==> src/rtl/apb_uart_pkg.sv <==
// Shared definitions for the APB front-end of the UART: register offsets,
// core register-select codes, slave FSM states and decoded request kinds.
package apb_uart_pkg;

  localparam logic [4:0] BAUD_OFS   = 5'h00;
  localparam logic [4:0] FRAME_OFS  = 5'h04;
  localparam logic [4:0] PARITY_OFS = 5'h08;
  localparam logic [4:0] STOP_OFS   = 5'h0C;
  localparam logic [4:0] TXD_OFS    = 5'h10;
  localparam logic [4:0] RXD_OFS    = 5'h14;

  localparam int unsigned CFG_BAUD   = 0;
  localparam int unsigned CFG_FRAME  = 1;
  localparam int unsigned CFG_PARITY = 2;
  localparam int unsigned CFG_STOP   = 3;

  typedef enum logic [1:0] {IDLE, ACCESS, WAIT_ERR, DONE} slv_state_t;

  typedef enum logic [2:0] {REQ_CFG_WR, REQ_CFG_RD, REQ_TX, REQ_RX, REQ_BAD} req_kind_t;

endpackage

==> src/rtl/apb_uart_addr_decode.sv <==
// Combinational APB address/direction decode into a UART request kind and
// the core register select; anything unmapped or wrong-direction is REQ_BAD.
module apb_uart_addr_decode
  import apb_uart_pkg::*;
#(
  parameter int unsigned ADDR_WIDTH      = 32,
  parameter int unsigned CORE_ADDR_WIDTH = 4
) (
  input  logic [ADDR_WIDTH-1:0]      PADDR,
  input  logic                       PWRITE,
  output req_kind_t                  req_kind,
  output logic [CORE_ADDR_WIDTH-1:0] config_address
);

  logic upper_zero;
  assign upper_zero = (PADDR[ADDR_WIDTH-1:5] == '0);

  always_comb begin
    req_kind       = REQ_BAD;
    config_address = '0;
    if (upper_zero) begin
      case (PADDR[4:0])
        BAUD_OFS: begin
          req_kind       = PWRITE ? REQ_CFG_WR : REQ_CFG_RD;
          config_address = CORE_ADDR_WIDTH'(CFG_BAUD);
        end
        FRAME_OFS: begin
          req_kind       = PWRITE ? REQ_CFG_WR : REQ_CFG_RD;
          config_address = CORE_ADDR_WIDTH'(CFG_FRAME);
        end
        PARITY_OFS: begin
          req_kind       = PWRITE ? REQ_CFG_WR : REQ_CFG_RD;
          config_address = CORE_ADDR_WIDTH'(CFG_PARITY);
        end
        STOP_OFS: begin
          req_kind       = PWRITE ? REQ_CFG_WR : REQ_CFG_RD;
          config_address = CORE_ADDR_WIDTH'(CFG_STOP);
        end
        TXD_OFS:  if (PWRITE)  req_kind = REQ_TX;
        RXD_OFS:  if (!PWRITE) req_kind = REQ_RX;
        default:  req_kind = REQ_BAD;
      endcase
    end
  end

endmodule

==> src/rtl/apb_uart_slave_if.sv <==
// APB3 slave front-end for the UART core: turns APB transfers into one-hot
// core request strobes and returns PREADY/PRDATA/PSLVERR. Optional ACCESS
// timeout is enabled with `define APB_UART_TIMEOUT_EN.
module apb_uart_slave_if
  import apb_uart_pkg::*;
#(
  parameter int unsigned DATA_WIDTH      = 32,
  parameter int unsigned ADDR_WIDTH      = 32,
  parameter int unsigned CORE_ADDR_WIDTH = 4,
  parameter int unsigned TIMEOUT_CYCLES  = 4096
) (
  input  logic                       PCLK,
  input  logic                       PRESET,
  input  logic                       PSEL,
  input  logic                       PENABLE,
  input  logic                       PWRITE,
  input  logic [ADDR_WIDTH-1:0]      PADDR,
  input  logic [DATA_WIDTH-1:0]      PWDATA,
  output logic [DATA_WIDTH-1:0]      PRDATA,
  output logic                       PREADY,
  output logic                       PSLVERR,
  output logic [DATA_WIDTH-1:0]      write_data_in,
  output logic [CORE_ADDR_WIDTH-1:0] config_address,
  output logic                       TX_detect,
  output logic                       RX_detect,
  output logic                       config_write_detect,
  output logic                       config_read_detect,
  input  logic [DATA_WIDTH-1:0]      read_data,
  input  logic                       ready,
  input  logic                       error
);

  slv_state_t                 state;
  req_kind_t                  dec_kind;
  logic [CORE_ADDR_WIDTH-1:0] dec_addr;
  logic                       is_read;
  logic                       first_acc;

  apb_uart_addr_decode #(
    .ADDR_WIDTH      (ADDR_WIDTH),
    .CORE_ADDR_WIDTH (CORE_ADDR_WIDTH)
  ) u_decode (
    .PADDR          (PADDR),
    .PWRITE         (PWRITE),
    .req_kind       (dec_kind),
    .config_address (dec_addr)
  );

`ifdef APB_UART_TIMEOUT_EN
  localparam int unsigned CNT_W = (TIMEOUT_CYCLES > 2) ? $clog2(TIMEOUT_CYCLES) : 1;
  logic [CNT_W-1:0] tmo_cnt;
`else
  logic [31:0] timeout_unused;
  assign timeout_unused = 32'(TIMEOUT_CYCLES);
`endif

  always_ff @(posedge PCLK or posedge PRESET) begin
    if (PRESET) begin
      state               <= IDLE;
      is_read             <= 1'b0;
      first_acc           <= 1'b0;
      PRDATA              <= '0;
      PREADY              <= 1'b0;
      PSLVERR             <= 1'b0;
      write_data_in       <= '0;
      config_address      <= '0;
      TX_detect           <= 1'b0;
      RX_detect           <= 1'b0;
      config_write_detect <= 1'b0;
      config_read_detect  <= 1'b0;
`ifdef APB_UART_TIMEOUT_EN
      tmo_cnt             <= '0;
`endif
    end else begin
      PREADY <= 1'b0;
      case (state)
        IDLE: begin
          if (PSEL && !PENABLE) begin
            write_data_in  <= PWDATA;
            config_address <= dec_addr;
            is_read        <= !PWRITE;
            PRDATA         <= '0;
            first_acc      <= 1'b1;
            if (dec_kind == REQ_BAD) begin
              PSLVERR <= 1'b1;
              PREADY  <= 1'b1;
              state   <= DONE;
            end else begin
              PSLVERR             <= 1'b0;
              config_write_detect <= (dec_kind == REQ_CFG_WR);
              config_read_detect  <= (dec_kind == REQ_CFG_RD);
              TX_detect           <= (dec_kind == REQ_TX);
              RX_detect           <= (dec_kind == REQ_RX);
`ifdef APB_UART_TIMEOUT_EN
              tmo_cnt             <= '0;
`endif
              state               <= ACCESS;
            end
          end
        end
        ACCESS: begin
          first_acc <= 1'b0;
          // ready in the first ACCESS cycle may be left over from the previous op
          if (!first_acc && ready) begin
            if (is_read) PRDATA <= read_data;
            TX_detect           <= 1'b0;
            RX_detect           <= 1'b0;
            config_write_detect <= 1'b0;
            config_read_detect  <= 1'b0;
            state               <= WAIT_ERR;
          end
`ifdef APB_UART_TIMEOUT_EN
          else if (tmo_cnt == CNT_W'(TIMEOUT_CYCLES - 1)) begin
            TX_detect           <= 1'b0;
            RX_detect           <= 1'b0;
            config_write_detect <= 1'b0;
            config_read_detect  <= 1'b0;
            PRDATA              <= '0;
            PSLVERR             <= 1'b1;
            PREADY              <= 1'b1;
            state               <= DONE;
          end else begin
            tmo_cnt <= tmo_cnt + 1'b1;
          end
`endif
        end
        WAIT_ERR: begin
          PSLVERR <= error;
          PREADY  <= 1'b1;
          if (error) PRDATA <= '0;
          state   <= DONE;
        end
        DONE: begin
          PSLVERR <= 1'b0;
          state   <= IDLE;
        end
        default: state <= IDLE;
      endcase
    end
  end

endmodule

==> config.mk <==
export PLATFORM = sky130hd
export DESIGN_NAME = apb_uart_slave_if
export DESIGN_NICKNAME = d
export VERILOG_FILES = /design/src/rtl/apb_uart_pkg.sv /design/src/rtl/apb_uart_addr_decode.sv /design/src/rtl/apb_uart_slave_if.sv
export SDC_FILE = /design/constraint.sdc
export NUM_CORES = 1
export LEC_CHECK = 0
export CAP_MARGIN = 10
export CORE_MARGIN = 3
export CORE_UTILIZATION = 44
export CTS_CLUSTER_SIZE = 14
export DETAILED_ROUTE_END_ITERATION = 6
export PLACE_DENSITY = 0.87
export SETUP_SLACK_MARGIN = 0.2
export SLEW_MARGIN = 20
export SYNTH_ARGS = -nofsm -noshare
export SYNTH_HDL_FRONTEND = slang
export SYNTH_HIERARCHICAL = 1
export SYNTH_SLANG_ARGS = --single-unit
==> constraint.sdc <==
create_clock -name PCLK -period 5.4 [get_ports PCLK]
set_clock_uncertainty 0.2 [all_clocks]
set_input_delay 0.54 -clock PCLK [delete_from_list [all_inputs] [get_ports PCLK]]
set_output_delay 0.54 -clock PCLK [all_outputs]
set_load 0.05 [all_outputs]
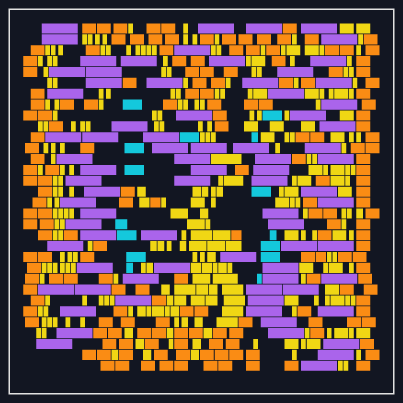
Fig. 1. Cell classes on the final placement (run 1).
Drawn at 4 px/um.
other buffers and delay cells -> orange  # cells 179
flip-flops -> purple  # cells 78
clock drivers and dummy loads -> cyan  # cells 15
all other logic -> yellow  # cells 274
final core occ: 0.711
core area: 7770 um2
Rows: 32
sequential cell area share: 0.353
final instance area: 5520 um2

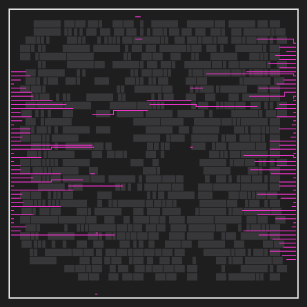
Fig. 2. Signal wires on met3 (run 1).
Drawn at 3 px/um. Cells faint in the background.
nets with wire on the layer = 99
longest straight run = 34.3 um

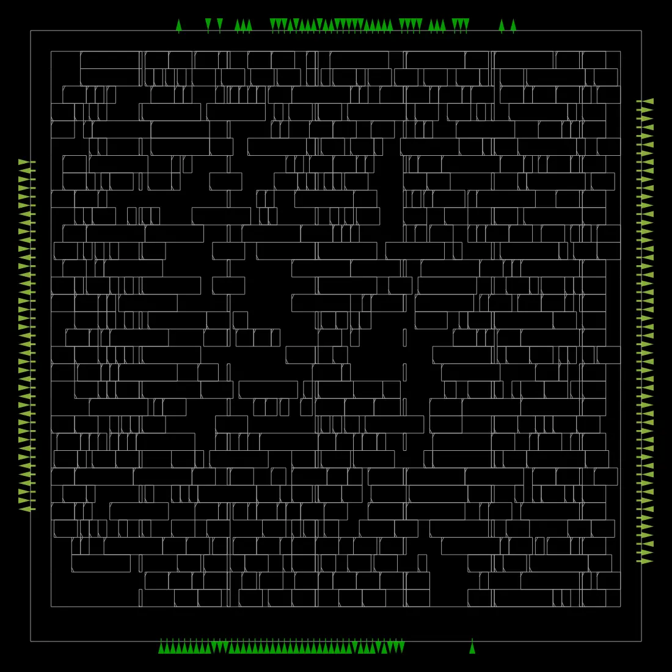
Fig. 3. Cell outlines without signal wires (run 1).
tap cells: 102
Fillers: 555
registers: 78
Non-Filler Instances: 648

==> results.py, run 1 <==
# Flow results
metrics = {
    "logic_synthesis": {
        "synthFlopType": "dfrtp_1",
        "yosysWarningCount": 6,
        "ys_seq_frac": 0.551,
        "syn_avg_cell_area_um2": 9.63,
    },
    "worst_hold_path": {
        "hp-class": "input port to asynchronous set/reset pin",
    },
    "setup_path": {
        "crit_required_ns": 5.41,
        "ff2ff_path_depth": 6,
        "reg2reg_to": "PRDATA[25]$_DFFE_PP0P_",
        "crit_end": "RX_detect$_DFFE_PP0P_",
        "critPathSlowestCell": "nor3_1",
    },
    "power": {
        "switching_power_mw": 1.57,
    },
    "status": {
        "status": "finished clean",
    },
    "routing": {
        "drt-pass1-iter-count": 4,
        "vias": 2977,
        "drtIter0Drc": 112,
        "via_per_inst": 4.59,
        "post_drt_wl_per_cell_um": 13.5,
    },
    "finish": {
        "diodes": 0,
        "final_layout_size_suffix_gt1_frac": 0.0549,
    },
    "sta": {
        "fin_crit_ns": 2.75,
        "period_used_share": 0.508,
        "rsz0062_at_grt": "false",
        "setup-violations-final": 0,
    },
    "clock_tree": {
        "cts.htree.levels": 3,
        "clk_path_buf_depth": 2,
    },
    "global_routing": {
        "grt_pass1_wl_um": 13700,
    },
}
-- run 1: worst reg2reg max path, stage by stage (launching register included) --
cell,delay [ns]
dfrtp_1,0.42
inv_1,0.12
ha_1,0.15
buf_4,0.37
a22oi_4,0.19
nand2_4,0.45
mux2i_1,0.28
-- run 1: how the worst min path moves through the flow --
stage | from | to | cells past startpoint
after floorplan | is_read$_DFFE_PP0P_ | is_read$_DFFE_PP0P_ | 2
after global routing | PRESET | PRDATA[29]$_DFFE_PP0P_ | 2
after CTS | PRESET | PRDATA[30]$_DFFE_PP0P_ | 2
final | PRESET | PRDATA[30]$_DFFE_PP0P_ | 2
after global placement | write_data_in[26]$_DFFE_PP0P_ | write_data_in[26]$_DFFE_PP0P_ | 2
after detailed placement | write_data_in[15]$_DFFE_PP0P_ | write_data_in[15]$_DFFE_PP0P_ | 2
-- run 1: power groups by stage --
stage / combinational [mW] / sequential [mW] / clock, mW
after global routing: 2.07 / 0.961 / 0.408
final: 1.95 / 0.933 / 0.366
after floorplan: 0.630 / 1.68 / 0
after detailed placement: 1.97 / 0.940 / 0
after CTS: 1.97 / 0.935 / 0.377
after global placement: 1.94 / 0.933 / 0
-- run 1: cell type report --
type                       count  area [um2]  area share
clock buffer                  11         141      0.0256
tap                          102         128      0.0231
multi-input combinational    232        1340       0.242
timing repair buffer         179        1780       0.323
clock inverter                 4        23.8     0.00430
sequential                    78        1950       0.353
inverter                      42         159      0.0288
-- run 1: metal layers --
metal / vias up / part of all wire / track usage
met2: 107 / 0.47 / 0.310
met1: 1357 / 0.42 / 0.244
li1: 1502 / - / -
met4: 0 / 0.010 / 0.0569
met3: 11 / 0.093 / 0.0672
met5: - / 0 / 0
-- run 1: logic make-up (layout without fill, tap and decap cells) --
kind of cell,after synthesis,in the layout,synth area share
other cells,1,2,0.00106
xor+xnor,1,1,0.00247
buf+inv,59,236,0.0731
simple gates,173,173,0.211
flops,78,78,0.551
fa+ha+maj,5,5,0.0177
compound gates,15,15,0.0367
mux,36,36,0.107
-- run 1: layout by cell type, fill, tap and decap left out, drive strengths merged --
cell	count
clkdlybuf4s50	176
nand2	144
dfrtp	78
inv	41
mux2i	32
clkbuf	11
nor4	9
ha	5
clkinv	5
a21oi	4
mux2	4
nor2	4
nand2b	4
nor3	3
buf	3
nor4b	3
a31oi	2
o21ai	2
nand4	2
conb	2
a22oi	2
a221oi	1
nand3b	1
o32a	1
nor3b	1
a21o	1
o211a	1
nor4bb	1
xor2	1
nand3	1
a211o	1
-- run 1: sequential cells by signal, indices dropped and copies added (netlist names) --
name and count:
RX_detect 1, config_write_detect 1, write_data_in 32, first_acc 1, is_read 1, PREADY 1
TX_detect 1, PSLVERR 1, PRDATA 32, config_read_detect 1, state 2, config_address 4
-- run 1: through the flow --
step	cells	setup WS [ns]	hold WS [ns]	total power, mW	util
5_1_grt	648	2.50	0.275	3.44	0.711
3_5_place_dp	633	2.32	0.262	2.91	0.690
2_1_floorplan	369	2.66	0.250	2.31	-
6_report	648	2.65	0.276	3.24	0.711
4_1_cts	648	2.67	0.273	3.28	0.711
3_3_place_gp	633	2.43	0.257	2.87	0.690
==> run 1 -> run 2 <==
--- a/config.mk
+++ b/config.mk
@@ -7,10 +7,10 @@
 export LEC_CHECK = 0
 export CAP_MARGIN = 10
 export CORE_MARGIN = 3
-export CORE_UTILIZATION = 44
+export CORE_UTILIZATION = 36
 export CTS_CLUSTER_SIZE = 14
 export DETAILED_ROUTE_END_ITERATION = 6
-export PLACE_DENSITY = 0.87
+export PLACE_DENSITY = 0.76
 export SETUP_SLACK_MARGIN = 0.2
 export SLEW_MARGIN = 20
 export SYNTH_ARGS = -nofsm -noshare
==> constraint.sdc (replaced) <==
create_clock -name PCLK -period 2.3 [get_ports PCLK]
set_clock_uncertainty 0.2 [all_clocks]
set_input_delay 0.23 -clock PCLK [delete_from_list [all_inputs] [get_ports PCLK]]
set_output_delay 0.23 -clock PCLK [all_outputs]
set_load 0.05 [all_outputs]
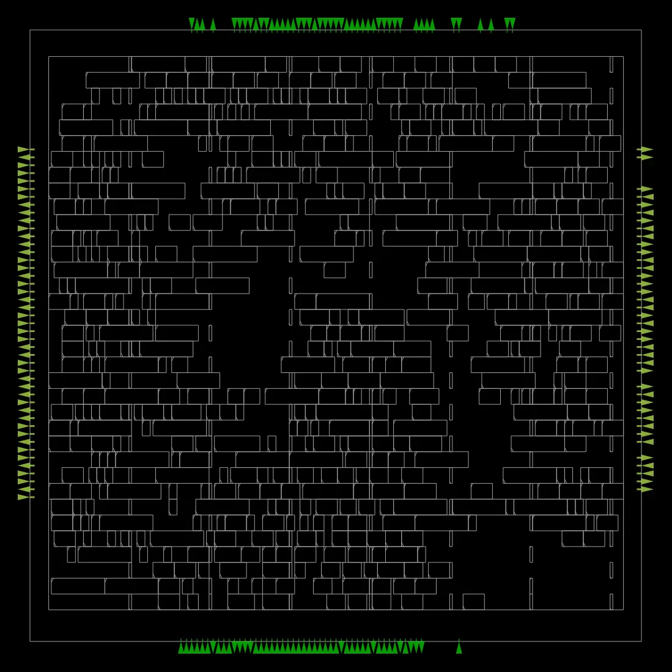
Fig. 4. Cell outlines without signal wires (run 2).
final core occ: 0.621
core area: 9420 um2
Fillers: 789
Rows: 35
tap cells: 129

==> results.py, run 2 <==
# Flow results
metrics = {
    "sta": {
        "max_freq_mhz": 485,
        "worstMarginPinSlew_ns": 0.538,
        "slew_viol_final": 0,
        "setup-violations-final": 0,
        "fin_crit_ns": 2.06,
        "fin_ws_ns": 0.238,
        "rsz0062_at_grt": "true",
        "period_used_share": 0.897,
    },
    "routing": {
        "vias": 3138,
        "drtIter0Drc": 67,
        "route.detailed.drc": 0,
        "post_drt_wl_per_cell_um": 14.2,
        "via_per_inst": 4.52,
        "drt-pass1-iter-count": 4,
    },
    "setup_path": {
        "critPathSlowestCell": "dfrtp_1",
        "crit_required_ns": 2.32,
        "cp_cell_sequence": "inv_1 -> ha_2 -> a22oi_4 -> o211a_4 -> mux2_4",
    },
    "clock_tree": {
        "numCtsBuffers": 9,
        "root_buffer": "clkbuf_8",
        "clk_path_buf_depth": 2,
        "cts.htree.levels": 3,
        "numClockSinks": 78,
    },
    "status": {
        "status": "finished clean",
    },
    "floorplanning": {
        "initial_core_util": 0.376,
        "ioPinCount": 177,
    },
    "logic_synthesis": {
        "synth.area.top_cells": "dfrtp_1 55%, nand2_1 15%, mux2i_1 9.0%",
        "yosysWarningCount": 6,
        "ys_seq_frac": 0.551,
        "ys_chip_area_um2": 3540,
        "synthFlopType": "dfrtp_1",
        "syn_avg_cell_area_um2": 9.63,
        "synth_top_cell_by_area": "dfrtp_1",
    },
    "placed_design": {
        "dp_cells": 671,
        "gp_congestion": 0.748,
        "dp_slack_ns": -0.393,
        "dp_hpwl_um": 7170,
    },
    "finish": {
        "finalNonFillerCells": 695,
        "lay_top_count": "clkdlybuf4s50_1",
        "lay_top_cells": "149 x clkdlybuf4s50_1, 142 x nand2_1, 78 x dfrtp_1, 40 x inv_1, 32 x mux2i_1",
        "top_regs": "PRDATA (32), write_data_in (32), config_address (4)",
        "final_layout_size_suffix_gt1_frac": 0.118,
        "diodes": 0,
    },
    "worst_hold_path": {
        "hp-class": "input port to asynchronous set/reset pin",
    },
    "global_routing": {
        "grt_pass1_vias": 3225,
        "grt_pass1_wl_um": 15500,
        "grt_max_degree": 33,
    },
}
-- run 2: per-stage QoR --
stage | total power [mW] | setup TNS (ns) | utilization | hold WS, ns | area, um2
floorplan | 5.42 | 0 | - | 0.135 | 3550
global placement | 6.82 | -1.25 | 0.586 | 0.257 | 5520
detailed placement | 6.90 | -1.86 | 0.586 | 0.262 | 5520
CTS | 8.00 | 0 | 0.608 | 0.0740 | 5730
global route | 8.50 | 0 | 0.621 | 0.108 | 5840
finish | 8.05 | 0 | 0.621 | 0.0719 | 5840
-- run 2: path summary, 6_finish.rpt --
| path | startpoint | endpoint | cells past startpoint |
|---|---|---|---|
| worst max register to register | state[0]$_DFFE_PP0P_ | config_read_detect$_DFFE_PP0P_ | 5 |
| worst min register to register | write_data_in[5]$_DFFE_PP0P_ | write_data_in[5]$_DFFE_PP0P_ | 2 |
| max in group asynchronous | PRESET | PRDATA[14]$_DFFE_PP0P_ | 3 |
| min in group PCLK | PWDATA[5] | write_data_in[5]$_DFFE_PP0P_ | 3 |
| worst min-delay path | PRESET | PSLVERR$_DFFE_PP0P_ | 2 |
| worst max-delay path | state[0]$_DFFE_PP0P_ | config_read_detect$_DFFE_PP0P_ | 5 |
-- run 2: cell families (layout without fill, tap and decap cells) --
family          count (synthesis)  count (layout)  share of synthesized area
simple gates                  173             174                      0.211
flops                          78              78                      0.551
buf+inv                        59             255                     0.0731
mux                            36              36                      0.107
compound gates                 15              15                     0.0367
fa+ha+maj                       5               5                     0.0177
other cells                     1               2                    0.00106
xor+xnor                        1               1                    0.00247
-- run 2: cell type report --
cell class                      instances  area [um2]
Fill cell                             789        3570
Sequential cell                        78        1950
Timing Repair Buffer                  197        1920
Multi-Input combinational cell        233        1440
Inverter                               42         161
Tap cell                              129         161
Clock buffer                           10         138
Clock inverter                          6        68.8
-- run 2: worst max-delay path: cells and delay by family (launching register included) --
kind	cells	cell delay, ns
fa+ha+maj	1	0.28
mux	1	0.30
buf+inv	1	0.09
flops	1	0.43
compound gates	2	0.65
-- run 2: timing repair --
action,in CTS,in global routing
resized,26,30
pin swaps,9,11
gates cloned,0,1
endpoints found under the setup margin,6,58
setup buffers,1,6
-- run 2: per-layer routing --
metal	global-route usage	wire [um]
met5	0	0
met4	0.0590	180
met2	0.294	4980
met3	0.0533	652
met1	0.205	4040
-- run 2: where the power goes --
group / internal [mW] / leakage, nW / switching, mW
clock network: 0.535 / 0.0912 / 0.519
registers: 1.90 / 1.01 / 0.287
logic: 1.72 / 1.69 / 3.09
==> run 2 -> run 3 <==
--- a/config.mk
+++ b/config.mk
@@ -8,6 +8,7 @@
 export CAP_MARGIN = 10
 export CORE_MARGIN = 3
 export CORE_UTILIZATION = 36
+export CTS_CLUSTER_DIAMETER = 80
 export CTS_CLUSTER_SIZE = 14
 export DETAILED_ROUTE_END_ITERATION = 6
 export PLACE_DENSITY = 0.76
==> constraint.sdc (replaced) <==
create_clock -name PCLK -period 2.3 [get_ports PCLK]
set_clock_uncertainty 0.2 [all_clocks]
set_input_delay 0.46 -clock PCLK [delete_from_list [all_inputs] [get_ports PCLK]]
set_output_delay 0.46 -clock PCLK [all_outputs]
set_load 0.05 [all_outputs]
==> results.py, run 3 <==
# Flow results
metrics = {
    "status": {
        "status": "finished clean",
    },
    "floorplanning": {
        "ioPinCount": 177,
        "initial_core_util": 0.376,
        "design.core.area_um2": 9420,
    },
    "sta": {
        "setup-violations-final": 0,
        "fin_ws_ns": 0.166,
        "worstMarginPinSlew_ns": 0.535,
        "period_used_share": 0.928,
        "slew_viol_final": 0,
        "fin_crit_ns": 2.13,
        "max_freq_mhz": 469,
        "rsz0062_at_grt": "true",
    },
    "finish": {
        "final_layout_size_suffix_gt1_frac": 0.141,
        "diodes": 0,
        "lay_top_cells": "142 x nand2_1, 79 x dlygate4sd2_1, 78 x dfrtp_1, 71 x clkdlybuf4s50_1, 39 x inv_1",
        "finalNonFillerCells": 697,
        "lay_top_count": "nand2_1",
        "logic_area_um2": 1410,
        "top_regs": "PRDATA (32), write_data_in (32), config_address (4)",
        "regArea_um2": 1950,
        "nFillCells": 841,
    },
    "placed_design": {
        "dp_hpwl_um": 7200,
        "gp_congestion": 0.768,
    },
    "setup_path": {
        "critPathSlowestCell": "mux2_4",
        "cp.buffers_inverters": 2,
        "cp_cell_sequence": "buf_6 -> nor4_2 -> nand4_1 -> buf_6 -> a211o_1 -> nor3b_4 -> nand2_2 -> o211a_4 -> mux2_4",
    },
    "routing": {
        "wl_met3_um": 663,
        "vias": 3144,
        "drtIter0Drc": 111,
        "route.detailed.drc": 0,
        "top_layer": "met4",
    },
    "logic_synthesis": {
        "synth.area.top_cells": "dfrtp_1 55%, nand2_1 15%, mux2i_1 9.0%",
        "yosysWarningCount": 6,
        "synthFlopType": "dfrtp_1",
        "ys_chip_area_um2": 3540,
        "ys_seq_frac": 0.551,
        "syn_avg_cell_area_um2": 9.63,
    },
    "clock_tree": {
        "clk_path_buf_depth": 2,
        "numClockSinks": 78,
        "root_buffer": "clkbuf_8",
        "cts.htree.levels": 3,
        "path_clk_slew_ns": 0.08,
        "numCtsBuffers": 9,
    },
    "power": {
        "finalPower_mw": 7.54,
    },
    "worst_hold_path": {
        "hp-class": "register to register",
    },
    "global_routing": {
        "grt_max_degree": 49,
        "grt_pass1_vias": 3289,
        "grt_pass1_wl_um": 15400,
    },
}
run 3: cell count changes in the layout (fill, tap and decap cells not counted), moves of 5 or more:
| cell | change |
|---|---|
| clkdlybuf4s50_1 | -78 |
| buf_2 | +12 |
| buf_6 | +7 |
| dlygate4sd2_1 | +65 |
| clkbuf_2 | -5 |
run 3: tightest hold or removal path: stages (launching register included):
cell	delay (ns)
dfrtp_1	0.34
nand2_1	0.05
nand2_1	0.05
run 3: area by class of cell:
type,instances,share of cell area
clock inverters,4,0.00854
inverters,42,0.0283
well taps,129,0.0283
clock buffers,11,0.0230
flip-flops and latches,78,0.342
repair buffers,201,0.323
multi-input cells,232,0.247
run 3: logic make-up (layout without fill, tap and decap cells):
group,count (synthesis),in the layout,synth area share
buf+inv,59,258,0.0731
simple gates,173,173,0.211
fa+ha+maj,5,5,0.0177
other cells,1,2,0.00106
mux,36,36,0.107
flops,78,78,0.551
xor+xnor,1,1,0.00247
compound gates,15,15,0.0367
run 3: worst paths after layout:
path,endpoint,startpoint,cells past startpoint
max,config_write_detect$_DFFE_PP0P_,PADDR[0],9
min reg2reg,write_data_in[14]$_DFFE_PP0P_,write_data_in[14]$_DFFE_PP0P_,2
max reg2reg,config_read_detect$_DFFE_PP0P_,state[1]$_DFFE_PP0P_,6
min in group asynchronous,write_data_in[14]$_DFFE_PP0P_,PRESET,3
min,write_data_in[14]$_DFFE_PP0P_,write_data_in[14]$_DFFE_PP0P_,2
max in group asynchronous,PRDATA[9]$_DFFE_PP0P_,PRESET,3
run 3: timing repair:
| item | CTS | global route |
|---|---|---|
| endpoints found under the setup margin | 81 | 4 |
| setup buffers | 2 | 3 |
| gates resized | 165 | 9 |
| pin swaps | 13 | 6 |
| hold buffers | 0 | 0 |
run 3: through the flow:
step	TNS [ns]	cell area [um2]	hold slack, ns	util
2_1_floorplan	-0.289	3550	0.250	-
3_3_place_gp	-2.85	5570	0.257	0.592
3_5_place_dp	-3.61	5570	0.262	0.592
4_1_cts	0	5650	0.277	0.600
5_1_grt	0	5710	0.299	0.607
6_report	0	5710	0.269	0.607
run 3: metal layers:
metal  vias up  track usage
met1      1459        0.203
met2       113        0.291
met4         0       0.0694
met3        21       0.0508
met5         -            0
li1       1551            -
run 3: power by group:
| group | internal, mW | switching [mW] | total (mW) |
|---|---|---|---|
| Combinational | 1.39 | 3.02 | 4.42 |
| Clock | 0.495 | 0.467 | 0.962 |
| Sequential | 1.90 | 0.262 | 2.17 |
| Total | 3.79 | 3.75 | 7.54 |
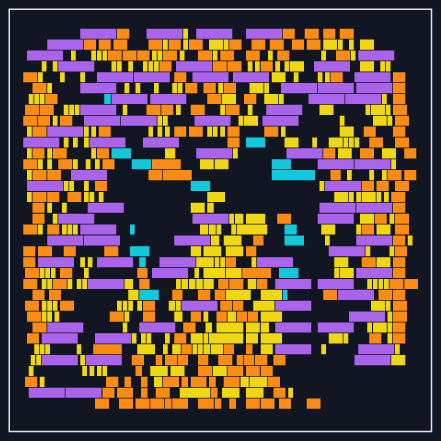
Fig. 5. Cell classes on the final placement (run 3).
Drawn at 4 px/um.
other buffers and delay cells -> orange  # cells 201
flip-flops -> purple  # cells 78
clock drivers and dummy loads -> cyan  # cells 15
all other logic -> yellow  # cells 274
final core occ: 0.607
sequential cell area share: 0.342
final instance area: 5710 um2

No activity file was given, so power comes from the tool's default toggle rates.
